$ cat config.mk
export PLATFORM = sky130hd
export DESIGN_NAME = alt_vipitc131_genlock_controller_flat
export DESIGN_NICKNAME = d
export VERILOG_FILES = /design/src/rtl/alt_vipitc131_genlock_controller_if.sv /design/src/rtl/alt_vipitc131_genlock_controller.sv /design/src/flat_wrapper.sv
export SDC_FILE = /design/constraint.sdc
export NUM_CORES = 1
export LEC_CHECK = 0
export CAP_MARGIN = 20
export CORE_MARGIN = 4
export CORE_UTILIZATION = 54
export CTS_CLUSTER_SIZE = 16
export DETAILED_ROUTE_END_ITERATION = 10
export PLACE_DENSITY = 0.9
export SETUP_SLACK_MARGIN = 0.3
export SYNTH_ARGS = -nofsm -noshare
export SYNTH_HDL_FRONTEND = slang
export SYNTH_SLANG_ARGS = --single-unit
$ cat constraint.sdc
create_clock -name clk -period 6.5 [get_ports clk]
set_input_delay 0.975 -clock clk [delete_from_list [all_inputs] [get_ports clk]]
set_output_delay 0.975 -clock clk [all_outputs]
set_load 0.02 [all_outputs]
$ cat src/rtl/alt_vipitc131_genlock_controller_if.sv
// Configuration bus between the control slave and the genlock controller:
// requested SOF position/divider plus the pending flag read back by software.
interface alt_vipitc131_genlock_controller_if;
    logic        cfg_wr;
    logic [13:0] cfg_sof_sample;
    logic [12:0] cfg_sof_line;
    logic [1:0]  cfg_sof_subsample;
    logic [13:0] cfg_divider;
    logic        cfg_pending;

    modport master (
        output cfg_wr, cfg_sof_sample, cfg_sof_line, cfg_sof_subsample, cfg_divider,
        input  cfg_pending
    );
    modport slave (
        input  cfg_wr, cfg_sof_sample, cfg_sof_line, cfg_sof_subsample, cfg_divider,
        output cfg_pending
    );
endinterface

$ cat src/rtl/alt_vipitc131_genlock_controller.sv
// Genlock sequencer: gates the sync generator, applies shadowed SOF/divider config at
// frame boundaries and qualifies lock by sof/vid_sof matching. Optional: GENLOCK_CTRL_LOSS_COUNTER_EN.
module alt_vipitc131_genlock_controller #(
    parameter int LOCK_FRAMES   = 3,
    parameter int UNLOCK_FRAMES = 2,
    parameter int SOF_WINDOW    = 4
) (
    input  logic        clk,
    input  logic        rst,
    input  logic        genlock_en,
    input  logic        stable,
    input  logic        sof_locked,
    input  logic        sof,
    input  logic        vid_sof,
    alt_vipitc131_genlock_controller_if.slave cfg,
    output logic        output_enable,
    output logic        clear_enable,
    output logic [13:0] sof_sample,
    output logic [12:0] sof_line,
    output logic [1:0]  sof_subsample,
    output logic [13:0] divider_value,
    output logic        locked,
    output logic [2:0]  state,
    output logic [7:0]  loss_count
);
    localparam logic [3:0] LOCK_N   = 4'(LOCK_FRAMES);
    localparam logic [3:0] UNLOCK_N = 4'(UNLOCK_FRAMES);
    localparam logic [7:0] WIN_N    = 8'(SOF_WINDOW);

    typedef enum logic [2:0] {
        DISABLED = 3'd0,
        ARM      = 3'd1,
        ACQUIRE  = 3'd2,
        LOCKED   = 3'd3
    } state_t;

    state_t      state_reg, state_next;
    logic [3:0]  match_cnt_reg, match_cnt_next;
    logic [3:0]  miss_cnt_reg, miss_cnt_next;
    logic        win_open_reg, win_open_next;
    logic        win_src_reg, win_src_next;   // 1: window opened by vid_sof
    logic [7:0]  win_cnt_reg, win_cnt_next;
    logic        win_other, win_opener;
    logic        match_ev, miss_ev, apply;
    logic        cfg_pending_reg;
    logic [13:0] pend_sample_reg, pend_divider_reg;
    logic [12:0] pend_line_reg;
    logic [1:0]  pend_subsample_reg;

    assign apply           = cfg_pending_reg && (sof || state_reg == DISABLED);
    assign cfg.cfg_pending = cfg_pending_reg;
    assign state           = state_reg;

    // Match window: the first of sof/vid_sof opens it, the other one must follow within SOF_WINDOW.
    always_comb begin
        match_ev      = 1'b0;
        miss_ev       = 1'b0;
        win_open_next = win_open_reg;
        win_src_next  = win_src_reg;
        win_cnt_next  = win_cnt_reg;
        win_other     = win_src_reg ? sof : vid_sof;
        win_opener    = win_src_reg ? vid_sof : sof;
        if (state_reg == ACQUIRE || state_reg == LOCKED) begin
            if (!win_open_reg) begin
                if (sof && vid_sof) begin
                    match_ev = 1'b1;
                end else if (sof || vid_sof) begin
                    win_open_next = 1'b1;
                    win_src_next  = vid_sof;
                    win_cnt_next  = 8'd0;
                end
            end else if (win_other && win_cnt_reg < WIN_N) begin
                match_ev      = 1'b1;
                win_open_next = 1'b0;
            end else if (win_opener) begin
                miss_ev      = 1'b1;
                win_cnt_next = 8'd0;
            end else if (win_cnt_reg >= WIN_N) begin
                miss_ev       = 1'b1;
                win_open_next = 1'b0;
            end else begin
                win_cnt_next = win_cnt_reg + 8'd1;
            end
        end
    end

    always_comb begin
        state_next     = state_reg;
        match_cnt_next = match_cnt_reg;
        miss_cnt_next  = miss_cnt_reg;
        if (state_reg == ACQUIRE) begin
            if (match_ev)
                match_cnt_next = (match_cnt_reg == 4'hF) ? 4'hF : match_cnt_reg + 4'd1;
            else if (miss_ev)
                match_cnt_next = 4'd0;
        end
        if (state_reg == LOCKED) begin
            if (miss_ev)
                miss_cnt_next = (miss_cnt_reg == 4'hF) ? 4'hF : miss_cnt_reg + 4'd1;
            else if (match_ev)
                miss_cnt_next = 4'd0;
        end
        case (state_reg)
            DISABLED: state_next = ARM;
            ARM:      if (sof_locked) state_next = ACQUIRE;
            ACQUIRE: begin
                if (!sof_locked)
                    state_next = ARM;
                else if (match_cnt_next == LOCK_N)
                    state_next = LOCKED;
            end
            LOCKED: begin
                if (!sof_locked || miss_cnt_next == UNLOCK_N || apply)
                    state_next = ACQUIRE;
            end
            default: state_next = DISABLED;
        endcase
        if (!(genlock_en && stable))
            state_next = DISABLED;
    end

    always_ff @(posedge clk or posedge rst) begin
        if (rst)
            state_reg <= DISABLED;
        else
            state_reg <= state_next;
    end

    always_ff @(posedge clk or posedge rst) begin
        if (rst) begin
            output_enable      <= 1'b0;
            clear_enable       <= 1'b1;
            locked             <= 1'b0;
            match_cnt_reg      <= 4'd0;
            miss_cnt_reg       <= 4'd0;
            win_open_reg       <= 1'b0;
            win_src_reg        <= 1'b0;
            win_cnt_reg        <= 8'd0;
            cfg_pending_reg    <= 1'b0;
            pend_sample_reg    <= 14'd0;
            pend_line_reg      <= 13'd0;
            pend_subsample_reg <= 2'd0;
            pend_divider_reg   <= 14'd0;
            sof_sample         <= 14'd0;
            sof_line           <= 13'd0;
            sof_subsample      <= 2'd0;
            divider_value      <= 14'd0;
        end else begin
            // Outputs follow the next state so locked drops in the same cycle state leaves LOCKED.
            output_enable <= (state_next != DISABLED);
            clear_enable  <= (state_next == DISABLED) || (state_next == ARM && state_reg != ARM);
            locked        <= (state_next == LOCKED);
            if (state_next != state_reg) begin
                match_cnt_reg <= 4'd0;
                miss_cnt_reg  <= 4'd0;
                win_open_reg  <= 1'b0;
                win_cnt_reg   <= 8'd0;
            end else begin
                match_cnt_reg <= match_cnt_next;
                miss_cnt_reg  <= miss_cnt_next;
                win_open_reg  <= win_open_next;
                win_src_reg   <= win_src_next;
                win_cnt_reg   <= win_cnt_next;
            end
            if (apply) begin
                sof_sample    <= pend_sample_reg;
                sof_line      <= pend_line_reg;
                sof_subsample <= pend_subsample_reg;
                divider_value <= pend_divider_reg;
            end
            if (cfg.cfg_wr) begin
                cfg_pending_reg    <= 1'b1;
                pend_sample_reg    <= cfg.cfg_sof_sample;
                pend_line_reg      <= cfg.cfg_sof_line;
                pend_subsample_reg <= cfg.cfg_sof_subsample;
                pend_divider_reg   <= cfg.cfg_divider;
            end else if (apply) begin
                cfg_pending_reg <= 1'b0;
            end
        end
    end

`ifdef GENLOCK_CTRL_LOSS_COUNTER_EN
    logic       loss_ev;
    logic [7:0] loss_count_reg;

    assign loss_ev    = (state_reg == LOCKED) && (state_next == ACQUIRE) &&
                        (!sof_locked || miss_cnt_next == UNLOCK_N);
    assign loss_count = loss_count_reg;

    always_ff @(posedge clk or posedge rst) begin
        if (rst)
            loss_count_reg <= 8'd0;
        else if (state_next == DISABLED)
            loss_count_reg <= 8'd0;
        else if (loss_ev && loss_count_reg != 8'hFF)
            loss_count_reg <= loss_count_reg + 8'd1;
    end
`else
    assign loss_count = 8'd0;
`endif

endmodule

$ cat src/flat_wrapper.sv
// flat-port wrapper written by rule: the top's interface ports become plain ports
module alt_vipitc131_genlock_controller_flat 
#(
    parameter int LOCK_FRAMES   = 3,
    parameter int UNLOCK_FRAMES = 2,
    parameter int SOF_WINDOW    = 4
)
  (clk, rst, genlock_en, stable, sof_locked, sof, vid_sof, output_enable, clear_enable, sof_sample, sof_line, sof_subsample, divider_value, locked, state, loss_count, cfg_cfg_wr, cfg_cfg_sof_sample, cfg_cfg_sof_line, cfg_cfg_sof_subsample, cfg_cfg_divider, cfg_cfg_pending);
  alt_vipitc131_genlock_controller_if cfg_i ();
  input  logic clk;
  input  logic rst;
  input  logic genlock_en;
  input  logic stable;
  input  logic sof_locked;
  input  logic sof;
  input  logic vid_sof;
  output logic output_enable;
  output logic clear_enable;
  output logic [13:0] sof_sample;
  output logic [12:0] sof_line;
  output logic [1:0] sof_subsample;
  output logic [13:0] divider_value;
  output logic locked;
  output logic [2:0] state;
  output logic [7:0] loss_count;
  input wire logic [$bits(cfg_i.cfg_wr)-1:0] cfg_cfg_wr;
  input wire logic [$bits(cfg_i.cfg_sof_sample)-1:0] cfg_cfg_sof_sample;
  input wire logic [$bits(cfg_i.cfg_sof_line)-1:0] cfg_cfg_sof_line;
  input wire logic [$bits(cfg_i.cfg_sof_subsample)-1:0] cfg_cfg_sof_subsample;
  input wire logic [$bits(cfg_i.cfg_divider)-1:0] cfg_cfg_divider;
  output wire logic [$bits(cfg_i.cfg_pending)-1:0] cfg_cfg_pending;
  assign cfg_i.cfg_wr = cfg_cfg_wr;
  assign cfg_i.cfg_sof_sample = cfg_cfg_sof_sample;
  assign cfg_i.cfg_sof_line = cfg_cfg_sof_line;
  assign cfg_i.cfg_sof_subsample = cfg_cfg_sof_subsample;
  assign cfg_i.cfg_divider = cfg_cfg_divider;
  assign cfg_cfg_pending = cfg_i.cfg_pending;
  alt_vipitc131_genlock_controller #(.LOCK_FRAMES(LOCK_FRAMES), .UNLOCK_FRAMES(UNLOCK_FRAMES), .SOF_WINDOW(SOF_WINDOW)) u_core (.clk(clk), .rst(rst), .genlock_en(genlock_en), .stable(stable), .sof_locked(sof_locked), .sof(sof), .vid_sof(vid_sof), .cfg(cfg_i), .output_enable(output_enable), .clear_enable(clear_enable), .sof_sample(sof_sample), .sof_line(sof_line), .sof_subsample(sof_subsample), .divider_value(divider_value), .locked(locked), .state(state), .loss_count(loss_count));
endmodule
==> images/metal_density.png <==
Bar = 20 µm. The die is cut into 21 by 21 equal tiles; dark blue is low, red is high, scaled to the fullest tile. Values are wire area over tile area, all layers added.
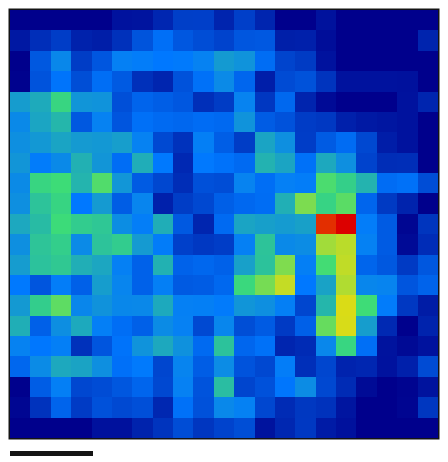
densest ninth of the die: middle left
mean over tiles: 0.16
nearly empty tiles: 11%

==> images/flops_by_reg.png <==
Bar = 20 µm.
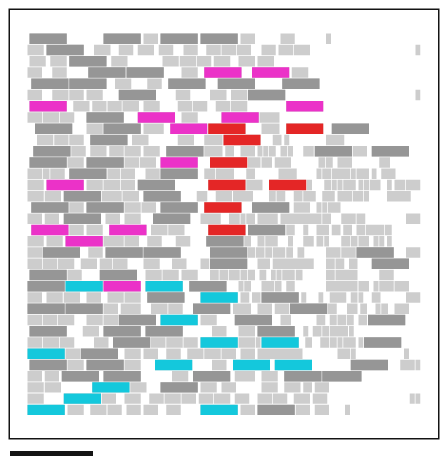
legend:
  cyan:
    name_in_the_netlist: `u_core.pend_divider_reg`
    placed_flops: 14
  magenta:
    name_in_the_netlist: `u_core.sof_line`
    placed_flops: 13
  red:
    name_in_the_netlist: `u_core.win_cnt_reg`
    placed_flops: 8

==> results.toml <==
# yosys + openroad results
[run_status]
outcome = "complete, no violations"

[cts]
clkTransAtPathRegs_ns = 0.10
insertion_delay_ns = 0.36
cts_sinks = 111
cts_root_buf = "clkbuf_8"

[placed_design]
port_buffers = 100

[power_and_ir_drop]
power_leader = "registers"
seqPwrFrac_pct = 50.9

[routing]
met1_length_mm = 4.17
drt_pre_antenna_iters = 4
drtIter0Drc = 134
post_drt_wl_per_cell_um = 17.5

[grt]
grt.total_usage_pct = 19.6
use_met3_pct = 8.52
gr-max-usage-layer = "met2"
grt_antenna_before_repair = 0

[floorplan]
core.rowCount = 34
dieArea_um2 = 10700

[yosys]
yosysMostFrequentCell = "dfrtp_1"
synth-async-reset-ratio_pct = 100
top_area_share_pct = 55.9
yosysWarnings = 0
synth_cell_type_count = 62

[cells_and_area]
finish.utilization_pct = 70.2
logic_gates = 233
final_design_area_no_fill_um2 = 6180

[critical_path]
critical_path.slowest_cell = "o31ai_4"
path_depth = 9

[timing]
fin_crit_sh_pct = 69.5
setup_tns_ns = 0

[worst_hold_path]
hold_depth = 1
hold_class = "flip-flop to flip-flop"
==> images/wires.png <==
Bar = 20 µm.
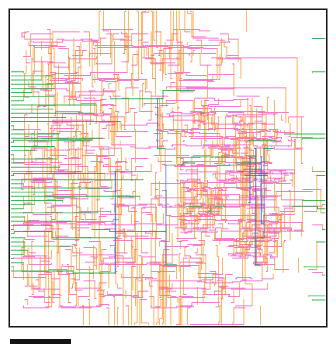
legend:
  orange:
    layer: metal 2
    wire_length: 4870 µm
  magenta:
    layer: metal 1
    wire_length: 4170 µm
  blue:
    layer: metal 4
    wire_length: 186 µm
  green:
    layer: metal 3
    wire_length: 982 µm

==> placed cells by master (no fill, tap or decap), types with 2 or more instances in the layout <==
master,synthesis,layout
a211oi_1,3,3
buf_4,8,2
nor2b_1,5,5
inv_1,13,12
a21oi_1,10,10
o31ai_1,2,2
or2_2,3,3
mux2_2,87,87
a31oi_1,8,8
o21ai_0,8,8
and2_1,2,2
nor2_2,7,7
clkdlybuf4s50_1,0,99
inv_6,0,2
clkinv_4,0,2
nor3b_2,3,3
nand2_1,12,12
nor3b_1,3,3
conb_1,1,9
nand3_1,8,8
nor3_1,3,3
mux2i_1,3,3
nand4_1,2,2
clkbuf_8,0,9
dfrtp_1,110,110
nand2b_1,2,2
ha_1,6,6
and4_1,2,2
nor2_1,12,12
nand3b_1,2,2
